Run 1, the metal 1 layer:
Bar = 20 um.
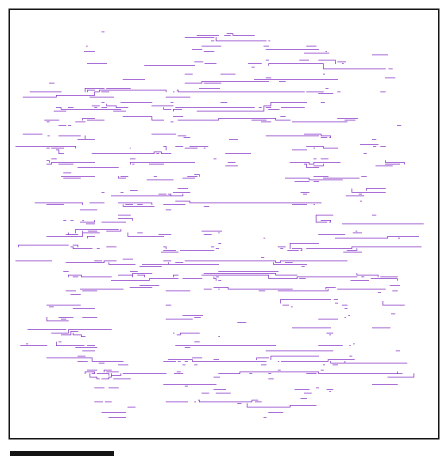
Run 1, the metal 2 layer:
Bar = 20 um.
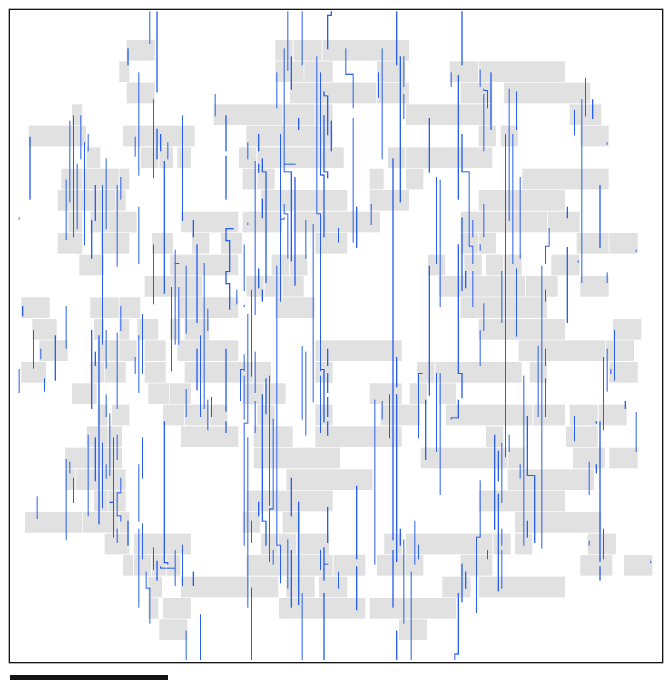
Run 1, met3 routing:
Bar = 20 um.
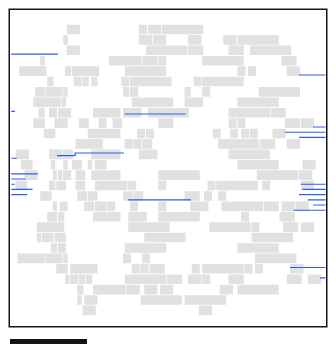
--- src/rtl/dataflow_pkg.sv ---
// Shared definitions for dataflow fabric elements: control-token bit layout
// and channel width helper.
package dataflow_pkg;

  localparam int unsigned CTRL_VALID = 1;
  localparam int unsigned CTRL_RIGHT = 0;

  // Channel bus carries payload in [w-1:0] and the valid flag in bit w.
  function automatic int unsigned chan_w(input int unsigned w);
    return w + 1;
  endfunction

endpackage

--- src/rtl/dataflow_buffer2.sv ---
// Two-entry elastic FIFO for one switch output; full depends only on the
// registered count, so the upstream back-stop never sees down_stop.
module dataflow_buffer2
  import dataflow_pkg::*;
#(
  parameter int unsigned W = 8
) (
  input  logic                  clk,
  input  logic                  reset,
  input  logic                  push,
  input  logic [W-1:0]          push_data,
  output logic                  full,
  output logic [chan_w(W)-1:0]  out_data,
  input  logic                  down_stop
);

  logic [W-1:0] mem [2];
  logic         rd_ptr;
  logic         wr_ptr;
  logic [1:0]   count;
  logic         pop;

  assign pop      = (count != 2'd0) && !down_stop;
  assign full     = (count == 2'd2);
  assign out_data = {count != 2'd0, mem[rd_ptr]};

  always_ff @(posedge clk) begin
    if (reset) begin
      count  <= '0;
      rd_ptr <= 1'b0;
      wr_ptr <= 1'b0;
      for (int unsigned i = 0; i < 2; i++) begin
        mem[i] <= '0;
      end
    end else begin
      if (push) begin
        mem[wr_ptr] <= push_data;
        wr_ptr      <= ~wr_ptr;
      end
      if (pop) begin
        rd_ptr <= ~rd_ptr;
      end
      case ({push, pop})
        2'b10:   count <= count + 2'd1;
        2'b01:   count <= count - 2'd1;
        default: count <= count;
      endcase
    end
  end

endmodule

--- src/rtl/dataflow_switch.sv ---
// Steers each data token to the left or right output according to a paired
// control token; both tokens are consumed together or not at all.
module dataflow_switch
  import dataflow_pkg::*;
#(
  parameter int unsigned W = 8
) (
  input  logic                 clk,
  input  logic                 reset,
  input  logic [chan_w(W)-1:0] in_data,
  output logic                 in_back_stop,
  input  logic [1:0]           choose_right,
  output logic                 choose_right_back_stop,
  output logic [chan_w(W)-1:0] left_data,
  input  logic                 left_down_stop,
  output logic [chan_w(W)-1:0] right_data,
  input  logic                 right_down_stop
);

  logic sel;
  logic fire;
  logic left_full;
  logic right_full;
  logic sel_full;

  assign sel      = choose_right[CTRL_RIGHT];
  assign sel_full = sel ? right_full : left_full;
  assign fire     = !reset && in_data[W] && choose_right[CTRL_VALID] && !sel_full;

  assign in_back_stop           = !fire;
  assign choose_right_back_stop = !fire;

  dataflow_buffer2 #(.W(W)) u_left (
    .clk       (clk),
    .reset     (reset),
    .push      (fire && !sel),
    .push_data (in_data[W-1:0]),
    .full      (left_full),
    .out_data  (left_data),
    .down_stop (left_down_stop)
  );

  dataflow_buffer2 #(.W(W)) u_right (
    .clk       (clk),
    .reset     (reset),
    .push      (fire && sel),
    .push_data (in_data[W-1:0]),
    .full      (right_full),
    .out_data  (right_data),
    .down_stop (right_down_stop)
  );

endmodule

--- config.mk ---
export PLATFORM = sky130hd
export DESIGN_NAME = dataflow_switch
export DESIGN_NICKNAME = d
export VERILOG_FILES = /design/src/rtl/dataflow_pkg.sv /design/src/rtl/dataflow_buffer2.sv /design/src/rtl/dataflow_switch.sv
export SDC_FILE = /design/constraint.sdc
export NUM_CORES = 1
export LEC_CHECK = 0
export ABC_AREA = 0
export CAP_MARGIN = 20
export CORE_UTILIZATION = 30
export CTS_BUF_LIST = sky130_fd_sc_hd__clkbuf_8
export DETAILED_ROUTE_END_ITERATION = 7
export HOLD_SLACK_MARGIN = 0.08
export PLACE_DENSITY_LB_ADDON = 0.08
export SLEW_MARGIN = 10
export SYNTH_ARGS = -nofsm -noshare
export SYNTH_HDL_FRONTEND = slang
export SYNTH_SLANG_ARGS = --single-unit
--- constraint.sdc ---
create_clock -name clk -period 2 [get_ports clk]
set_input_delay 0.4 -clock clk [delete_from_list [all_inputs] [get_ports clk]]
set_output_delay 0.4 -clock clk [all_outputs]
set_load 0.005 [all_outputs]
==> run_results.csv, run 1 <==
group,metric,value,unit
status,status,"finished, final reports clean",
synth,yosys_warnings,0,
flow_run,warnings,26,
die,dieArea,6824,um2
grt,grt_max_degree,14,
cells_and_area,drive_above_1_share,26.63,%
synth,synth.distinct_cells,25,
synth,edf_count,32,
routing,drt_iter0_drc,26,
clocking,clock_latency,0.29,ns
clocking,cts.clk_slew.worst_paths,0.08,ns
sta,finalClockPeriodUsage,95.13,%
die,coreArea,6314,um2
synth,top_area_cell,"edfxtp_1",
sta,setup_tns,0,ns
grt,grt_pass1_wl,6120,um
setup_path,worstPathMaxFanout,8,
die,die_h,82.61,um
place,place_ws,-0.2264,ns
synth,ys_cells,146,
synth,topCellsByArea,"edfxtp_1, and2_1, dfxtp_1",
sta,worst_slew_pin_slew,0.3246,ns
die,fp_util,30.88,%
cells_and_area,final_cell_mix,"and2_1, edfxtp_1, clkdlybuf4s50_1",
synth,synth.avg_cell_area,13.35,um2
sta,fmax,0.5256,GHz
setup_path,path_class,"flop to output port",
sta,hold_violations,0,
synth,yosysTopAreaCellShare,49.29,%
sta,worst_slack,0.09746,ns
place,place_congestion,0.6646,
setup_path,ff2ff_setup_slack,0.28,ns
power_and_ir_drop,ir_drop,363.5,uV
clocking,cts_inserted_buffers,5,
synth,ff_type,"edfxtp_1",
setup_path,r2r_cells,6,
setup_path,critPathLaunchType,"flop",
power_and_ir_drop,leakage,0.9825,nW
routing,via_count,1242,
flow_run,drv_cap,0,
routing,drt-total-wl,3800,um
cells_and_area,diodes,0,
synth,synthesis.nets,163,
die,die_width,82.61,um
power_and_ir_drop,power.density,759.7,nW/um2
clocking,holdBufCountCts,0,
grt,grtUsageTotal,12.50,%
synth,ys_area,1949,um2
routing,ant_nets,0,
synth,syn-cell-area,1949,um2
setup_path,critPathArrivalTime,1.50,ns
clocking,cts_max_level,2,
place,port_buffers,34,
setup_path,r2r-start,"u_right.count[0]$_SDFFE_PP0P_",
sta,rsz0062_at_grt,"false",
routing,wl_per_cell,13.77,um
worst_hold_path,hp-start,"u_left.rd_ptr$_SDFFE_PP0P_",
cells_and_area,final.fill_count,613,
die,pin_count,35,
grt,grt_pass1_vias,1281,
setup_path,required,1.60,ns
routing,drtPass1Iterations,3,
routing,drc,0,
worst_hold_path,hold_depth,2,
place,hpwl,2778,um
synth,ys_ff,42,
synth,synthCells,146,
sta,slew-limit-headroom,78.08,%
worst_hold_path,hold_class,"flop to flop",
sta,min_period,1.903,ns
setup_path,cpPeakStageDelay,0.45,ns
setup_path,end_kind,"output port",
grt,antenna_found_initial,0,
die,fp-row-count,29,
Back to the opening pictures, 'the metal 1 layer':
longest straight run	25.3 um
wire length on this layer	1620 um
share of all routed wire	43%

Back to the opening pictures, 'the metal 2 layer':
nets with wire on the layer	193
main direction	vertical
longest straight run	48.3 um
share of all routed wire	53%
wire length on this layer	2000 um

Back to the opening pictures, 'met3 routing':
wire length on this layer	154 um
nets with wire on the layer	21
longest straight run	16.1 um

-- run 1: area by class of cell --
type                    count  area [um2]  share of cell area (%)
inverters                   4       17.52                  0.6757
clock inverters             3       40.04                   1.544
well taps                  77       96.34                   3.716
flip-flops and latches     42        1169                   45.08
multi-input cells          96       752.0                   29.01
repair buffers             49       449.2                   17.33
clock buffers               5       68.82                   2.654
-- run 1: repair_timing --
action                                  CTS  global route
resized                                   6             2
endpoints found under the setup margin   18            10
hold endpoints to repair                  0             0
buffers inserted                          0             0
-- run 1: worst max path at each step --
stage,start,to,slack [ns],cells past startpoint
2_1_floorplan,u_right.count[0]$_SDFFE_PP0P_,u_right.count[1]$_SDFFE_PP0P_,0.40,6
3_3_place_gp,choose_right[0],in_back_stop,-0.17,4
3_5_place_dp,choose_right[0],choose_right_back_stop,-0.23,4
4_1_cts,flop,left_data[7],0.02,2
5_1_grt,flop,right_data[5],0.04,2
6_report,flop,right_data[3],0.1,2
-- run 1: registers in the layout, summed over array words and instances (netlist names), named ones only --
name            cells
u_left.count        2
u_left.rd_ptr       1
u_right.count       2
u_right.rd_ptr      1
u_left.wr_ptr       1
u_right.wr_ptr      1
u_left.mem         16
u_right.mem        16
-- run 1: cells in the mapped netlist (all sizes together) (3+ instances only) --
cell type   n
and2       32
edfxtp     32
mux2       16
dfxtp      10
nor2        8
a21oi       6
o21ai       5
inv         4
or2         4
or3         4
clkbuf      3
nand2       3
-- run 1: cell families after synthesis --
logic type | Yosys count | share of synthesized area, %
AOI/OAI and AO/OA | 13 | 3.723
xor gates and xnor gates | 4 | 1.798
adders and majority gates | 2 | 1.283
buffers and inverters | 8 | 1.862
DFF | 42 | 59.56
muxes | 16 | 9.242
and+or+nand+nor | 61 | 22.53
-- run 1: per-layer routing --
metal  vias to the layer above  part of all wire (%)  GRT usage [%]
li1                        621                     -              -
met1                       593                    43          14.17
met2                        26                    53          22.81
met3                         2                   4.1          3.077
met4                         0                  0.68          4.138
met5                         -                     0              0
-- run 1: power by group --
part	total, mW	switching (mW)	leakage (nW)	internal, mW
combinational	0.295	0.114	0.511	0.181
sequential	1.02	0.0336	0.414	0.985
clock	0.656	0.289	0.0579	0.368
total	1.97	0.436	0.982	1.53
-- run 1: per-stage QoR --
stage                     cells  total power [mW]  instance area (um2)
after floorplan             146             1.169                 1949
after global placement      268             1.331                 2480
after detailed placement    268             1.341                 2480
after CTS                   276             1.998                 2587
after global routing        276             2.069                 2592
final                       276             1.970                 2592
-- run 1: critical path, delay by kind of cell, from the launching register on --
family	cells	cell delay (ns)
buffers and inverters	1	0.45
multiplexers	1	0.36
flip-flops	1	0.41
--- run 2 (diff from run 1) ---
--- a/config.mk
+++ b/config.mk
@@ -10,6 +10,7 @@
 export CORE_UTILIZATION = 30
 export CTS_BUF_LIST = sky130_fd_sc_hd__clkbuf_8
 export DETAILED_ROUTE_END_ITERATION = 7
+export GPL_ROUTABILITY_DRIVEN = 0
 export HOLD_SLACK_MARGIN = 0.08
 export PLACE_DENSITY_LB_ADDON = 0.08
 export SLEW_MARGIN = 10
==> constraint.sdc (replaced) <==
create_clock -name clk -period 1.9 [get_ports clk]
set_input_delay 0.38 -clock clk [delete_from_list [all_inputs] [get_ports clk]]
set_output_delay 0.38 -clock clk [all_outputs]
set_load 0.005 [all_outputs]
==> run 2 against run 1 <==
Effect of this change:
- non-clock buffer count increased by 8
- area after synthesis unchanged
- die size unchanged
- final area increased by 4.3%
- routed wire length increased by 3.0%
- clock skew increased by 0.0021 ns
- global-route usage increased by 0.21 points
- critical path type unchanged
==> run_results.csv, run 2 <==
group,metric,value,unit
cells_and_area,diodes,0,
die,die_width,82.61,um
sta,hold_violations,0,
cells_and_area,largestRegisters,"u_left.mem (16), u_right.mem (16)",
routing,ant_nets,0,
routing,drt-total-wl,3914,um
synth,syn-cell-area,1949,um2
setup_path,critPathArrivalTime,1.47,ns
synth,ys_ff,42,
worst_hold_path,hold_class,"input pin to flop",
synth,synth.distinct_cells,25,
synth,yosysTopAreaCellShare,49.29,%
cells_and_area,final.fill_count,626,
cells_and_area,final-instance-count-excl-fill,284,
sta,min_period,1.847,ns
clocking,cts.clk_slew.worst_paths,0.07,ns
grt,antenna_found_initial,0,
clocking,cts_inserted_buffers,5,
cells_and_area,drive_above_1_share,28.99,%
status,status,"finished, final reports clean",
die,fp_util,30.88,%
power_and_ir_drop,leakage,1.181,nW
synth,ys_cells,146,
synth,ys_area,1949,um2
die,pin_count,35,
grt,grtUsageTotal,12.71,%
sta,slew-limit-headroom,76.84,%
routing,drtPass1Iterations,4,
die,coreArea,6314,um2
setup_path,cpPeakStageDelay,0.44,ns
setup_path,critPathBufInv,1,
grt,grt_pass1_wl,6175,um
setup_path,end_kind,"output port",
synth,yosys_warnings,0,
grt,grt_max_degree,14,
die,fp-row-count,29,
synth,synthesis.nets,163,
setup_path,required,1.52,ns
cells_and_area,final_cell_mix,"and2_1, edfxtp_1, buf_4",
setup_path,path_class,"flop to output port",
flow_run,warnings,26,
synth,ff_type,"edfxtp_1",
setup_path,critPathTopFamily,"buffers and inverters",
synth,top_cells_by_count,"and2_1, edfxtp_1, mux2_2",
synth,edf_count,32,
die,die_h,82.61,um
cells_and_area,seqCellArea,1169,um2
die,dieArea,6824,um2
power_and_ir_drop,power.density,820.3,nW/um2
routing,drc,0,
run 2: worst register-to-register path, stage by stage (launching register included):
cell	delay, ns
dfxtp_1	0.40
and2b_4	0.21
nor2_1	0.13
nand2_1	0.07
ha_1	0.28
or3_1	0.37
a21oi_1	0.13
run 2: metrics by stage:
step                      setup TNS, ns  cell area [um2]  worst slack, ns  total power [mW]
final                                 0             2704          0.05328             2.218
after floorplan                       0             1949           0.3015             1.231
after global placement           -5.297             2495          -0.2215             1.403
after global routing         -0.0009449             2704       -0.0009449             2.319
after detailed placement         -8.546             2495          -0.2653             1.416
after CTS                             0             2629         0.002587             2.237
run 2: layout make-up:
type / instances / share of cell area, %
clock buffer: 5 / 2.545
clock inverter: 3 / 2.360
inverter: 4 / 0.6478
multi-input combinational: 96 / 27.81
sequential: 42 / 43.22
tap: 77 / 3.563
timing repair buffer: 57 / 19.85
run 2: worst paths after layout:
check | startpoint | to | slack (ns) | cells past startpoint
worst max-delay path | flop | right_data[2] | 0.05 | 2
worst min-delay path | reset | flop | 0.45 | 3
worst max register to register | u_right.count[0]$_SDFFE_PP0P_ | u_right.count[1]$_SDFFE_PP0P_ | 0.24 | 6
worst min register to register | u_right.rd_ptr$_SDFFE_PP0P_ | flop | 0.50 | 2
run 2: power by group:
part	internal (mW)	leakage, nW	total, mW	switching (mW)
logic	0.197	0.701	0.326	0.129
clock network	0.520	0.0658	0.823	0.303
registers	1.04	0.414	1.07	0.0320
run 2: logic make-up (layout without fill, tap and decap cells):
| family | after synthesis | after routing | share of synthesized area, % |
|---|---|---|---|
| adders and majority gates | 2 | 2 | 1.283 |
| AOI/OAI and AO/OA | 13 | 13 | 3.723 |
| DFF | 42 | 42 | 59.56 |
| and+or+nand+nor | 61 | 61 | 22.53 |
| xor gates and xnor gates | 4 | 4 | 1.798 |
| buffers and inverters | 8 | 69 | 1.862 |
| muxes | 16 | 16 | 9.242 |
run 2: what timing repair did:
action | in CTS | in global routing
endpoints found under the setup margin | 18 | 16
pin swaps | 0 | 0
setup buffers | 0 | 6
resized | 10 | 12
run 2: layer usage:
layer / share of wire [%] / global-route usage (%) / vias to the layer above
met5: 0 / 0 / -
met3: 4.8 / 3.626 / 6
met1: 42 / 14.59 / 624
li1: - / - / 638
met4: 1.4 / 4.655 / 0
met2: 52 / 22.40 / 27
Run 2, the metal 1 layer:
Bar = 20 um.
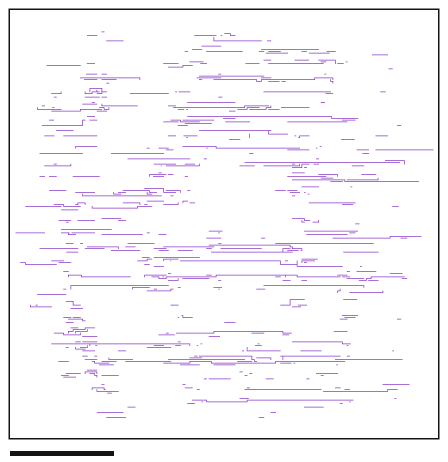
main direction	horizontal
longest straight run	29.9 um
share of all routed wire	42%
nets with wire on the layer	196

Run 2, track usage over the die:
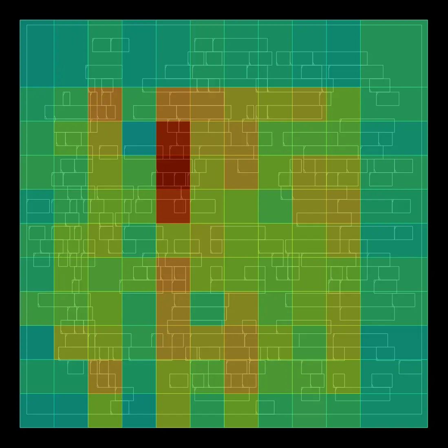
met2 Track Usage GR: 22.40%
post-DR wirelength/cell: 13.78 um
grt peak-use layer: met2

Power figures rest on the tool's default switching activity, not on a simulated workload.
